$ cat src/rtl/reg_file_multi.sv
// rtl/reg_file_multi.sv - two-read one-write register file with sequential clear sweep
module reg_file_multi #(
  parameter int DATA_W   = 32,
  parameter int ADDR_W   = 5,
  parameter int ZERO_REG = 1
) (
  input  logic              clk,
  input  logic              rst,
  input  logic              readEn1,
  input  logic [ADDR_W-1:0] readAddress1,
  input  logic              readEn2,
  input  logic [ADDR_W-1:0] readAddress2,
  input  logic              writeEn,
  input  logic [ADDR_W-1:0] writeAddress,
  input  logic [DATA_W-1:0] writeData,
  input  logic              clearReq,
  output logic [DATA_W-1:0] readData1,
  output logic [DATA_W-1:0] readData2,
  output logic              busy,
  output logic              clearDone
);

  localparam int DEPTH = 2 ** ADDR_W;
  localparam logic [ADDR_W-1:0] LAST_IDX = '1;

  typedef enum logic [1:0] {IDLE, CLEAR, DONE} state_t;

  state_t            state, nextState;
  logic [ADDR_W-1:0] sweepIdx;
  logic [DATA_W-1:0] mem [DEPTH];
  logic              writeOk;

  assign busy      = (state == CLEAR);
  assign clearDone = (state == DONE);
  assign writeOk   = writeEn && !busy && !((ZERO_REG != 0) && (writeAddress == '0));

  always_comb begin
    nextState = state;
    case (state)
      IDLE:    if (clearReq) nextState = CLEAR;
      CLEAR:   if (sweepIdx == LAST_IDX) nextState = DONE;
      DONE:    nextState = IDLE;
      default: nextState = IDLE;
    endcase
  end

  always_ff @(posedge clk or posedge rst) begin
    if (rst) begin
      state    <= IDLE;
      sweepIdx <= '0;
    end else begin
      state <= nextState;
      if (state == IDLE && clearReq)
        sweepIdx <= '0;
      else if (state == CLEAR && sweepIdx != LAST_IDX)
        sweepIdx <= sweepIdx + 1'b1;
    end
  end

  always_ff @(posedge clk or posedge rst) begin
    if (rst) begin
      for (int i = 0; i < DEPTH; i++) mem[i] <= '0;
    end else if (busy) begin
      mem[sweepIdx] <= '0;
    end else if (writeOk) begin
      mem[writeAddress] <= writeData;
    end
  end

  // Precedence: hardwired zero, then the clear write, then the user write.
  function automatic logic [DATA_W-1:0] readValue(input logic [ADDR_W-1:0] addr);
    if ((ZERO_REG != 0) && (addr == '0))
      return '0;
    else if (busy && (addr == sweepIdx))
      return '0;
    else if (writeOk && (addr == writeAddress))
      return writeData;
    else
      return mem[addr];
  endfunction

  always_ff @(posedge clk or posedge rst) begin
    if (rst) begin
      readData1 <= '0;
      readData2 <= '0;
    end else begin
      if (readEn1) readData1 <= readValue(readAddress1);
      if (readEn2) readData2 <= readValue(readAddress2);
    end
  end

endmodule
$ cat config.mk
export PLATFORM = sky130hd
export DESIGN_NAME = reg_file_multi
export DESIGN_NICKNAME = d
export VERILOG_FILES = /design/src/rtl/reg_file_multi.sv
export SDC_FILE = /design/constraint.sdc
export NUM_CORES = 2
export LEC_CHECK = 0
export CORE_MARGIN = 8
export CORE_UTILIZATION = 45
export CTS_CLUSTER_DIAMETER = 60
export CTS_CLUSTER_SIZE = 16
export DETAILED_ROUTE_END_ITERATION = 10
export PLACE_DENSITY = 0.58
export SYNTH_ARGS = -nofsm -noshare
export SYNTH_HDL_FRONTEND = slang
export SYNTH_SLANG_ARGS = --single-unit
export TNS_END_PERCENT = 20
$ cat constraint.sdc
create_clock -name clk -period 96.3 [get_ports clk]
set_input_delay 14.445 -clock clk [delete_from_list [all_inputs] [get_ports clk]]
set_output_delay 14.445 -clock clk [all_outputs]
set_load 0.03 [all_outputs]
==> changes_impl.md <==
### Physical design

- Warning total across the stage logs: 51
- Signed area change from the synthesized netlist to the final layout: 11.6%
- Floorplan core density: 45.3%
- Worst-Margin Slew: 1.31 ns
- Endpoint required time on the critical path: 96.88 ns
- Most frequent logic cell in the layout: dfrtp_1
- Hold Violations, Final: 0
- Routed wirelength normalized by instance count: 37.6 microns
- Met2 demand-to-capacity share in global routing: 46.1%
- Area taken by flip-flops and latches: 0.0274 sq mm
- Clock tree from TritonCTS: yes
- Fill cell total of the finished layout: 11000
- Beginning of the worst hold path: mem[1010]
- Primary FF master, synth: dfrtp_1
- Startpoint types: input pin
- Areal power density over the cells: 21.2 mW/mm^2
- Max-Slew Margin vs Limit: 12.8%
- Full die area: 0.140 sq mm
- Global-route wire length before repair: 345000 microns
- Status: completed
- Routed WL: 240000 microns
## logic make-up (layout without fill, tap and decap cells)
| family | Yosys count | in the layout | share of synthesized area [%] |
|---|---|---|---|
| DFF | 1095 | 1095 | 47.5 |
| AOI/OAI and AO/OA | 1585 | 1585 | 22.0 |
| muxes | 894 | 894 | 19.6 |
| buffers and inverters | 648 | 537 | 4.73 |
| other | 0 | 4 | 0 |
| adders and majority gates | 5 | 5 | 0.108 |
| and+or+nand+nor | 589 | 589 | 5.75 |
| xor gates and xnor gates | 20 | 20 | 0.304 |
## where the power goes
part	switching, W	internal (W)
clock network	0.000219	0.000264
registers	0.0000569	0.000523
logic	0.000180	0.000125
## flip-flops by register name, indices dropped and copies added (netlist names)
signal	flops
sweepIdx	5
readData2	32
state	2
readData1	32
mem	1024
## cell type report
| type | count | share of cell area [%] |
|---|---|---|
| well taps | 1662 | 3.23 |
| multi-input cells | 3093 | 43.8 |
| clock buffers | 127 | 4.66 |
| repair buffers | 287 | 3.89 |
| flip-flops and latches | 1095 | 42.6 |
| clock inverters | 84 | 1.59 |
| diodes | 4 | 0.0155 |
| inverters | 39 | 0.239 |
## through the flow
stage / instances / cell area [sq um] / worst slack (ns)
floorplan: 4836 / 57700 / 51.03
global placement: 6176 / 60400 / 77.51
detailed placement: 6176 / 60400 / 77.46
CTS: 6387 / 64400 / 78.26
global route: 6387 / 64400 / 77.80
finish: 6391 / 64400 / 78.12
## critical path, cell delays in order
cell and delay, ns:
buf_8 0.62, buf_4 0.86, buf_4 0.79, buf_4 0.86, mux2i_1 0.30, a22oi_1 0.09
nand3_1 0.16, and4_1 0.25, o221ai_1 0.11
## routing by layer
layer	wire [microns]	up-vias
li1	-	18500
met1	99300	24500
met2	99100	3395
met3	31700	607
met4	10300	8
met5	49	-
### Cell classes on the final placement

Drawn at 1 px/micron.
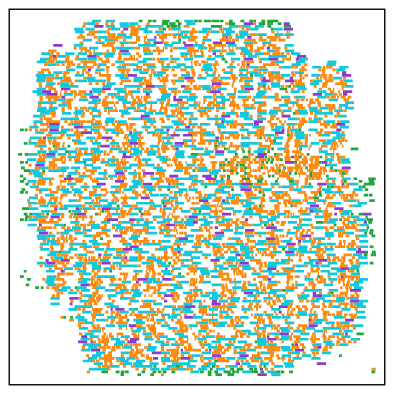
color	class	cells	share of their area
cyan	flops	1095	44%
orange	all other logic	3132	46%
purple	clock drivers and dummy loads	211	6.5%
green	other buffers and delay cells	287	4.0%

### Clock nets

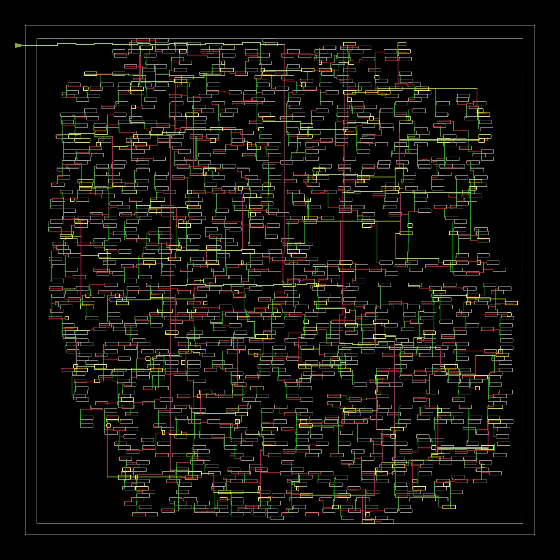
Max Clock Skew: 0.0462 ns
Clock Buffer Count: 127
power dissipated in the clock network: 0.000483 W
sequential cell count: 1095

No activity file was given, so power comes from the tool's default toggle rates.
